**config.mk**
```make
export PLATFORM = sky130hd
export DESIGN_NAME = ps2_kbd_tx
export DESIGN_NICKNAME = d
export VERILOG_FILES = /design/src/rtl/ps2_kbd_tx.sv
export SDC_FILE = /design/constraint.sdc
export NUM_CORES = 1
export LEC_CHECK = 0
export ABC_AREA = 1
export CORE_ASPECT_RATIO = 1.4
export CORE_MARGIN = 5
export CORE_UTILIZATION = 46
export DETAILED_ROUTE_END_ITERATION = 7
export HOLD_SLACK_MARGIN = 0.03
export SLEW_MARGIN = 5
export SYNTH_ARGS = -nofsm -noshare
export SYNTH_HDL_FRONTEND = slang
export SYNTH_SLANG_ARGS = --single-unit
```
**constraint.sdc**
```tcl
create_clock -name clk_sys -period 4.3 [get_ports clk_sys]
set_input_delay 0.43 -clock clk_sys [delete_from_list [all_inputs] [get_ports clk_sys]]
set_output_delay 0.43 -clock clk_sys [all_outputs]
set_load 0.02 [all_outputs]
```
**src/rtl/ps2_kbd_tx.sv**
```systemverilog
`timescale 1ns/1ps
// ps2_kbd_tx: device-side PS/2 keyboard transmitter fed from a byte FIFO.
// Define PS2_TX_HOST_INHIBIT_EN to add the host_inhibit abort/retransmit input.
module ps2_kbd_tx #(
    parameter int PS2DIV     = 4000,
    parameter int FIFO_DEPTH = 16,
    parameter int GAP_HALVES = 4
) (
    input  logic                          clk_sys,
    input  logic                          reset_n,
    input  logic [7:0]                    in_data,
    input  logic                          in_valid,
`ifdef PS2_TX_HOST_INHIBIT_EN
    input  logic                          host_inhibit,
`endif
    output logic                          in_ready,
    output logic                          ps2_kbd_clk_out,
    output logic                          ps2_kbd_data_out,
    output logic                          busy,
    output logic [$clog2(FIFO_DEPTH):0]   fifo_level,
    output logic                          overflow
);

    // state | meaning
    // IDLE  | lines high, waiting for a queued (or retransmit) byte
    // SHIFT | clocking out the 11-bit frame, two half-periods per bit
    // GAP   | lines high for GAP_HALVES half-periods after the stop bit
    typedef enum logic [1:0] {IDLE, SHIFT, GAP} state_t;

    localparam int AW = $clog2(FIFO_DEPTH);
    localparam int LW = AW + 1;
    localparam int DW = $clog2(PS2DIV);
    localparam int GW = $clog2(GAP_HALVES + 1) + 1;

    logic [7:0]    mem [FIFO_DEPTH];
    logic [AW-1:0] wr_ptr, rd_ptr;
    logic [LW-1:0] level_q;
    logic          full, push, pop, pending_q;

    state_t        state_q, state_d;
    logic [DW-1:0] div_q;
    logic          tick, abort, load;
    logic [7:0]    load_byte;
    logic [10:0]   shreg_q, shreg_d;
    logic [3:0]    idx_q, idx_d;
    logic          phase_hi_q, phase_hi_d;
    logic          clk_q, clk_d, dat_q, dat_d;
    logic [GW-1:0] gap_q, gap_d;
`ifdef PS2_TX_HOST_INHIBIT_EN
    logic          retx_q, retx_d;
    logic [7:0]    byte_q, byte_d;
`endif

    // a push into a full FIFO still lands when the FSM pops on the same edge
    assign full       = (level_q == LW'(FIFO_DEPTH));
    assign in_ready   = !full;
    assign push       = in_valid && (!full || pop);
    assign overflow   = in_valid && full && !pop;
    assign fifo_level = level_q;

    always_ff @(posedge clk_sys) begin
        if (push) mem[wr_ptr] <= in_data;
    end

    always_ff @(posedge clk_sys or negedge reset_n) begin
        if (!reset_n) begin
            wr_ptr    <= '0;
            rd_ptr    <= '0;
            level_q   <= '0;
            pending_q <= 1'b0;
        end else begin
            if (push) wr_ptr <= wr_ptr + AW'(1);
            if (pop)  rd_ptr <= rd_ptr + AW'(1);
            case ({push, pop})
                2'b10:   level_q <= level_q + LW'(1);
                2'b01:   level_q <= level_q - LW'(1);
                default: level_q <= level_q;
            endcase
            pending_q <= (level_q != '0);
        end
    end

    assign tick = (div_q == DW'(PS2DIV - 1));

    always_ff @(posedge clk_sys or negedge reset_n) begin
        if (!reset_n)                              div_q <= '0;
        else if (state_q == IDLE || abort || tick) div_q <= '0;
        else                                       div_q <= div_q + DW'(1);
    end

    always_ff @(posedge clk_sys or negedge reset_n) begin
        if (!reset_n) begin
            state_q    <= IDLE;
            shreg_q    <= '1;
            idx_q      <= '0;
            phase_hi_q <= 1'b1;
            clk_q      <= 1'b1;
            dat_q      <= 1'b1;
            gap_q      <= '0;
`ifdef PS2_TX_HOST_INHIBIT_EN
            retx_q     <= 1'b0;
            byte_q     <= '0;
`endif
        end else begin
            state_q    <= state_d;
            shreg_q    <= shreg_d;
            idx_q      <= idx_d;
            phase_hi_q <= phase_hi_d;
            clk_q      <= clk_d;
            dat_q      <= dat_d;
            gap_q      <= gap_d;
`ifdef PS2_TX_HOST_INHIBIT_EN
            retx_q     <= retx_d;
            byte_q     <= byte_d;
`endif
        end
    end

    always_comb begin
        state_d    = state_q;
        shreg_d    = shreg_q;
        idx_d      = idx_q;
        phase_hi_d = phase_hi_q;
        clk_d      = clk_q;
        dat_d      = dat_q;
        gap_d      = gap_q;
        pop        = 1'b0;
        abort      = 1'b0;
        load       = 1'b0;
        load_byte  = mem[rd_ptr];
`ifdef PS2_TX_HOST_INHIBIT_EN
        retx_d     = retx_q;
        byte_d     = byte_q;
`endif
        case (state_q)
            IDLE: begin
                clk_d = 1'b1;
                dat_d = 1'b1;
`ifdef PS2_TX_HOST_INHIBIT_EN
                if (!host_inhibit) begin
                    if (retx_q) begin
                        load      = 1'b1;
                        load_byte = byte_q;
                        retx_d    = 1'b0;
                    end else if (pending_q && level_q != '0) begin
                        load = 1'b1;
                        pop  = 1'b1;
                    end
                end
`else
                if (pending_q && level_q != '0) begin
                    load = 1'b1;
                    pop  = 1'b1;
                end
`endif
                if (load) begin
                    shreg_d    = {1'b1, ~^load_byte, load_byte, 1'b0};
                    idx_d      = '0;
                    phase_hi_d = 1'b1;
                    dat_d      = 1'b0;
                    state_d    = SHIFT;
`ifdef PS2_TX_HOST_INHIBIT_EN
                    byte_d     = load_byte;
`endif
                end
            end
            SHIFT: begin
`ifdef PS2_TX_HOST_INHIBIT_EN
                if (host_inhibit && idx_q <= 4'd9) begin
                    abort   = 1'b1;
                    clk_d   = 1'b1;
                    dat_d   = 1'b1;
                    retx_d  = 1'b1;
                    gap_d   = '0;
                    state_d = GAP;
                end else
`endif
                if (tick) begin
                    if (phase_hi_q) begin
                        clk_d      = 1'b0;
                        phase_hi_d = 1'b0;
                    end else begin
                        clk_d = 1'b1;
                        if (idx_q == 4'd10) begin
                            dat_d   = 1'b1;
                            gap_d   = '0;
                            state_d = GAP;
                        end else begin
                            // next bit changes together with the clock rise
                            idx_d      = idx_q + 4'd1;
                            shreg_d    = {1'b0, shreg_q[10:1]};
                            dat_d      = shreg_q[1];
                            phase_hi_d = 1'b1;
                        end
                    end
                end
            end
            GAP: begin
                clk_d = 1'b1;
                dat_d = 1'b1;
                if (tick) begin
                    if (gap_q == GW'(GAP_HALVES - 1)) state_d = IDLE;
                    else                              gap_d   = gap_q + GW'(1);
                end
            end
            default: state_d = IDLE;
        endcase
    end

    assign ps2_kbd_clk_out  = clk_q;
    assign ps2_kbd_data_out = dat_q;
`ifdef PS2_TX_HOST_INHIBIT_EN
    assign busy = (state_q != IDLE) || (level_q != '0) || retx_q;
`else
    assign busy = (state_q != IDLE) || (level_q != '0);
`endif

endmodule
```
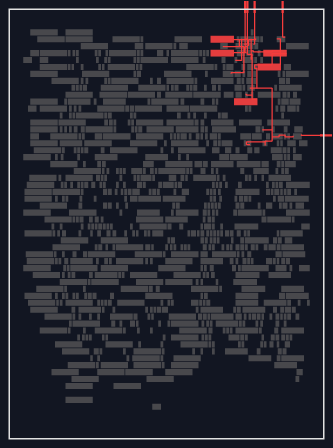
**Above:** run 1 (port wiring).
red -> `fifo_level`  # bits 5, direction output, edge 4 north, 1 east, end cells 5, buffers 5, wire 263 µm
I/O Buffers: 20
# IOs: 21

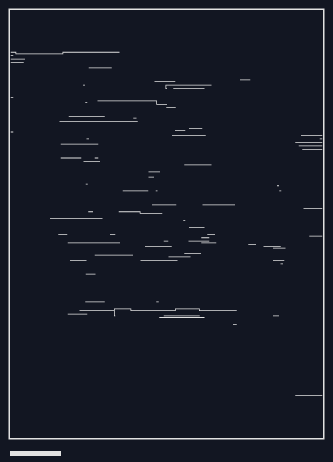
**Above:** run 1 (signal wires on met3).
The bar under the picture is 20 µm long.
main direction = horizontal
longest straight run = 30.4 µm
nets with wire on the layer = 47
share of all routed wire = 3.6%
via count: 5605
met3 Usage GRT: 3.39%

==> flow_summary.toml, run 1 <==
# implementation run metrics
[final_layout]
comb-cell-share_pct = 28.4
fin_area_um2 = 9120
lay_top_cells = "nand2_1 (260), edfxtp_1 (128), nand3_1 (86)"
diodes = 0
seqCellArea_um2 = 5090
layout-drive-gt1-share_pct = 7.68
final-clk-cell-share_pct = 6.46
largest_register_ffs = 128
top_register = "mem"
nets = 872
fin_util_pct = 52.2
reg_top3 = "mem x128, div_q x12, shreg_q x10"

[clocking]
path_clk_slew_ns = 0.07
htree_levels = 4
cts_sinks = 177
numCtsBuffers = 17
post_cts_resized = 0
clk_latency_ns = 0.43
cts_setup_buffers = 0
cts_buffer_depth = 2
cts_tree = "done"
cts-root-buf = "clkbuf_16"

[route]
drt_iter0_markers = 430
post_drt_wl_per_cell_um = 16.1
wl_met2_um = 9180
top_layer = "met4"
ant_nets = 0
viasPerCell = 5.12
wl_met3_um = 631
drc = 0
drt-pass1-iter-count = 8

[final_timing]
fin_crit_sh_pct = 67.8
finalSetupViolCount = 0
layout_min_cycle_time_ns = 2.91
max_freq_ghz = 0.343
worst_slack_ns = 1.39

[synthesis]
ys_warn_count = 0
edf_count = 128
ys_sh_simple_pct = 23.2
topCellsByArea = "edfxtp_1 (47%), nand2_1 (12%), dfrtp_1 (11%)"
synth_nets = 860
muxShareOfSynthArea_pct = 0.122
synth_area_per_cell_um2 = 9.82
ys_area_um2 = 8190
common_cells = "nand2_1 (260), edfxtp_1 (128), nand3_1 (86)"
yosysMostFrequentCell = "nand2_1"
aoi_share_pct = 4.52
synth_area_um2 = 8190
ys_sh_adder_pct = 2.29
synth.distinct_cells = 45
ys_cells = 834
ys.flop_type = "edfxtp_1"
top_area_share_pct = 46.9

[setup_path]
crit_chain = "nor4_4 -> nand2_2 -> nand2_4 -> inv_4 -> nand2_8 -> nand4_1 -> inv_1 -> clkdlybuf4s50_1"
timing.rr.start = "rd_ptr[2]"
critPathRequiredTime_ns = 3.87
end_kind = "primary output"
setup.worst_path.class = "reg2out"
crit_family = "simple AND/OR/NAND/NOR gates"
slowest_delay_ns = 0.60
path_max_fanout = 8
r2r-end = "shreg_q[9]"
reg2reg_depth = 11
startpoint_type = "register"

[worst_hold_path]
hp-class = "in2async"

[power_and_ir_drop]
p_clk_mw = 1.56
fin_total_pwr_mw = 4.17
sw_frac_of_total_pct = 25.9
powerSeq_mw = 2.10
power.net_switching_mw = 1.08
internal-power_mw = 3.09
share_comb_of_total_power_pct = 12.4
ir_drop_uv = 292

[status]
status = "finished clean"

[die]
fp.dieW_um = 123

[global_routing]
antenna_found_initial = 0
grt-ovfl-total = 0
grt_pass1_vias = 5591
grt_max_degree = 69

[job]
max_cap_viol_count = 0

[place]
dpl-instance-area_um2 = 8530
dp_slack_ns = 1.59
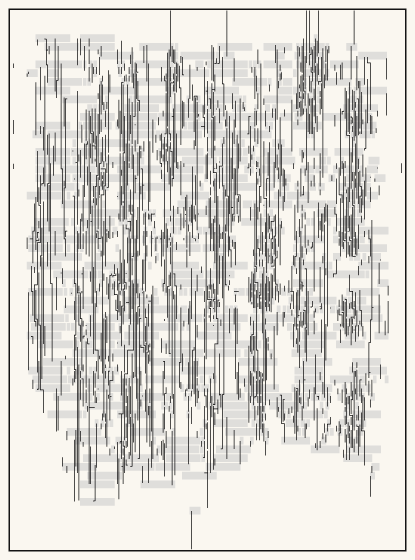
**Above:** run 1 (M2 wires).
Cells faint in the background.
share of all routed wire = 52%
wire length on this layer = 9180 µm
wirelength, routed: 17700 µm
global routing met2 resource utilization: 31.6%

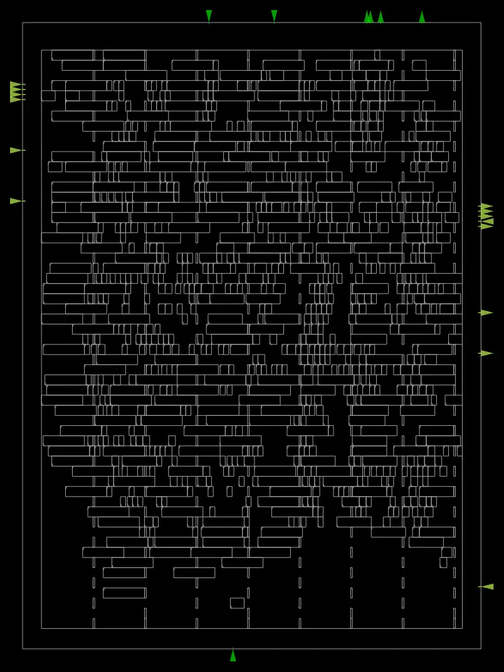
**Above:** run 1 (placement view).
Well Taps: 236
flop count: 177
register fraction of the total cell area: 55.8%
Layout Cells excl Fill: 1095
Rows: 57

**Run 1: placement by cell class**

Fill, decap, tap and diode cells in grey.
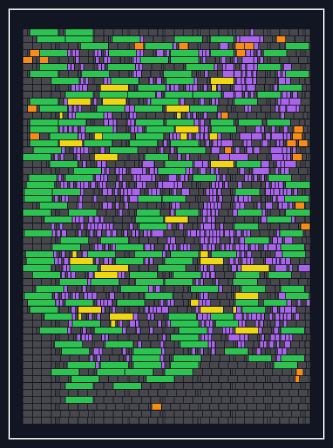

==> run 2, diff against run 1 <==
==> constraint.sdc (replaced) <==
create_clock -name clk_sys -period 2.5 [get_ports clk_sys]
set_input_delay 0.25 -clock clk_sys [delete_from_list [all_inputs] [get_ports clk_sys]]
set_output_delay 0.25 -clock clk_sys [all_outputs]
set_load 0.02 [all_outputs]
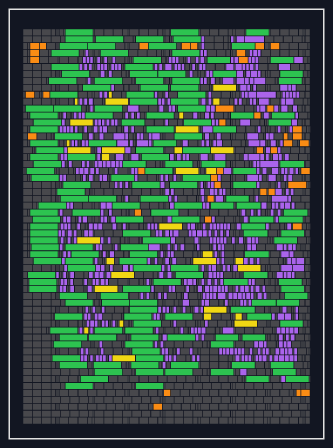
**Above:** run 2 (placement by cell class).
Fill, decap, tap and diode cells in grey.
green -> flip-flops  # cells 177, share of their area 57%
yellow -> clock drivers and dummy loads  # cells 32, share of their area 6.0%
orange -> other buffers and delay cells  # cells 41, share of their area 4.2%
purple -> all other logic  # cells 627, share of their area 33%
register fraction of the total cell area: 55.1%
Core Area: 17500 µm²
cell area after layout: 9240 µm²

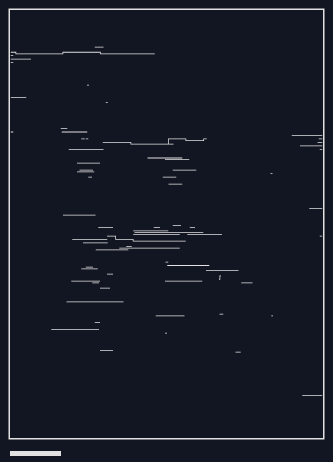
**Above:** run 2 (signal wires on met3).
The bar under the picture is 20 µm long.
longest straight run = 26.7 µm
nets with wire on the layer = 47
main direction = horizontal
wire length on this layer = 579 µm
via count: 5612
met3 Usage GRT: 2.99%

==> run 2 against run 1 <==
Critical path depth is 2 higher. Combinational power up 85%. Cell count up 1.6%. Synthesized area is the same. Count of clock-buffer cells in the layout unchanged. Global-route usage is essentially flat. Wire length is 0.44% higher. Power grew 67%. Synthesized cell count stayed put. Via count up 0.12%. Utilization rose by 0.66 points. Setup slack lost 1.2 ns.
==> flow_summary.toml, run 2 <==
# implementation run metrics
[status]
status = "finished clean"

[setup_path]
reg2reg_depth = 10
path_max_fanout = 8
setup.worst_path.class = "reg2reg"
timing.rr.start = "fifo_level[0]"
startpoint_type = "register"
crit_family = "simple AND/OR/NAND/NOR gates"
slowest_delay_ns = 0.56
r2r-end = "mem[15][1]"
crit_chain = "nor4_4 -> nand2_2 -> nand2_4 -> inv_4 -> nand2_8 -> nand3_1 -> nand2_2 -> nor2_1 -> inv_1 -> nor2_1"
critPathRequiredTime_ns = 2.56

[route]
top_layer = "met4"
ant_nets = 0
drt-pass1-iter-count = 5
drt_iter0_markers = 428
wirelength_um = 17700

[clocking]
cts_tree = "done"
post_cts_resized = 1
cts_buffer_depth = 2
numCtsBuffers = 17
path_clk_slew_ns = 0.07
cts_setup_buffers = 0
htree_levels = 4

[synthesis]
yosysMostFrequentCell = "nand2_1"
synth_nets = 860
edf_count = 128
synth_area_per_cell_um2 = 9.82
top_area_share_pct = 46.9
ys_sh_simple_pct = 23.2
muxShareOfSynthArea_pct = 0.122
synth_area_um2 = 8190
ys_cells = 834
ys_warn_count = 0
topCellsByArea = "edfxtp_1 (47%), nand2_1 (12%), dfrtp_1 (11%)"
ys_area_um2 = 8190

[power_and_ir_drop]
sw_frac_of_total_pct = 27.4
ir_drop_uv = 487
fin_total_pwr_mw = 6.96
internal-power_mw = 5.05
p_clk_mw = 2.41

[job]
max_cap_viol_count = 0

[final_timing]
finalSetupViolCount = 0
layout_min_cycle_time_ns = 2.35
max_freq_ghz = 0.425
worst_slack_ns = 0.147

[final_layout]
seqCellArea_um2 = 5090
final-clk-cell-share_pct = 5.77
largest_register_ffs = 128
final_cells = 1113
layout-drive-gt1-share_pct = 9.81
diodes = 0
top_register = "mem"
nets = 890
reg_top3 = "mem x128, div_q x12, shreg_q x10"
fin_util_pct = 52.9
lay_top_cells = "nand2_1 (260), edfxtp_1 (128), nand3_1 (86)"
comb-cell-share_pct = 28.2

[global_routing]
grt_use_met2_pct = 33.1
grt_max_degree = 45
grt_pass1_vias = 5690
grt-ovfl-total = 0
antenna_found_initial = 0

[die]
fp.dieW_um = 123
row_count = 57
io_pins = 21

[place]
dpl-instance-area_um2 = 8680
dp_slack_ns = 0.105

[worst_hold_path]
hp-class = "in2async"
==> run 3, diff against run 2 <==
--- a/config.mk
+++ b/config.mk
@@ -9,6 +9,7 @@
 export CORE_ASPECT_RATIO = 1.4
 export CORE_MARGIN = 5
 export CORE_UTILIZATION = 46
+export CTS_CLUSTER_DIAMETER = 30
 export DETAILED_ROUTE_END_ITERATION = 7
 export HOLD_SLACK_MARGIN = 0.03
 export SLEW_MARGIN = 5
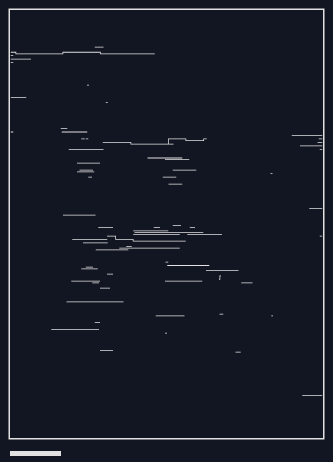
**Above:** run 3 (signal wires on met3).
The bar under the picture is 20 µm long.
share of all routed wire = 3.3%
longest straight run = 26.7 µm
wirelength, routed: 17700 µm

==> run 3 against run 2 <==
Utilization stayed put. Critical path type unchanged. Critical endpoint unchanged. Via count stayed put. Count of clock-buffer cells in the layout stayed put. Synthesized cell count stayed put. Synthesized area stayed put. Global-route usage stayed put. Sequential power hardly changed. Final area stayed put.
==> flow_summary.toml, run 3 <==
# implementation run metrics
[power_and_ir_drop]
power.net_switching_mw = 1.91
internal-power_mw = 5.05
sw_frac_of_total_pct = 27.4
ir_drop_uv = 487
powerSeq_mw = 3.59

[synthesis]
muxShareOfSynthArea_pct = 0.122
ys_sh_adder_pct = 2.29
ys_sh_simple_pct = 23.2
common_cells = "nand2_1 (260), edfxtp_1 (128), nand3_1 (86)"
synth.distinct_cells = 45
ys_warn_count = 0
synth_nets = 860
aoi_share_pct = 4.52
yosysMostFrequentCell = "nand2_1"
synth_area_um2 = 8190
ys.flop_type = "edfxtp_1"

[setup_path]
end_kind = "register"
timing.rr.start = "fifo_level[0]"
reg2reg_depth = 10
critPathRequiredTime_ns = 2.56
slowest_delay_ns = 0.56
r2r-end = "mem[15][1]"
path_max_fanout = 8
setup.worst_path.class = "reg2reg"

[route]
drc = 0
ant_nets = 0
wl_met3_um = 579
top_layer = "met4"
viasPerCell = 5.04
drt-pass1-iter-count = 5
wl_met2_um = 9610
dr_total_vias = 5612
post_drt_wl_per_cell_um = 15.9

[place]
numPortBuffers = 20
dp_slack_ns = 0.105
dpl-instance-area_um2 = 8680

[final_layout]
ff_count = 177
lay_top_cells = "nand2_1 (260), edfxtp_1 (128), nand3_1 (86)"
reg_top3 = "mem x128, div_q x12, shreg_q x10"
fin_area_um2 = 9240
nets = 890
seqCellArea_um2 = 5090
sh_seq_area_pct = 55.1
largest_register_ffs = 128
diodes = 0

[clocking]
cts_buffer_depth = 2
path_clk_slew_ns = 0.07
cts_sinks = 177
numCtsBuffers = 17
cts_setup_buffers = 0
post_cts_resized = 1
htree_levels = 4
cts_tree = "done"
clk_latency_ns = 0.43

[final_timing]
fin_crit_sh_pct = 94.1
finalSetupViolCount = 0
layout_min_cycle_time_ns = 2.35
max_freq_ghz = 0.425

[die]
fp.dieW_um = 123
tapCellCount = 236
io_pins = 21
row_count = 57

[global_routing]
grt_max_degree = 45
grt_use_met2_pct = 33.1
gr-usage-met3_pct = 2.99

[status]
status = "finished clean"
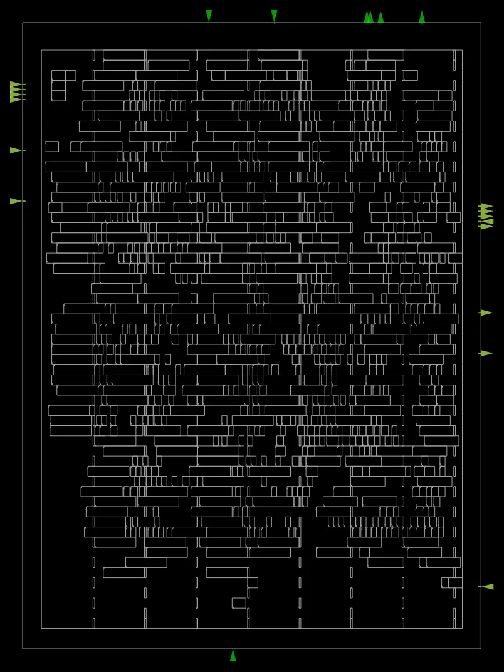
**Above:** run 3 (placement view).
Fillers: 1591
final core utilization: 52.9%
Layout Cells excl Fill: 1113

Power figures rest on the tool's default switching activity, not on a simulated workload.
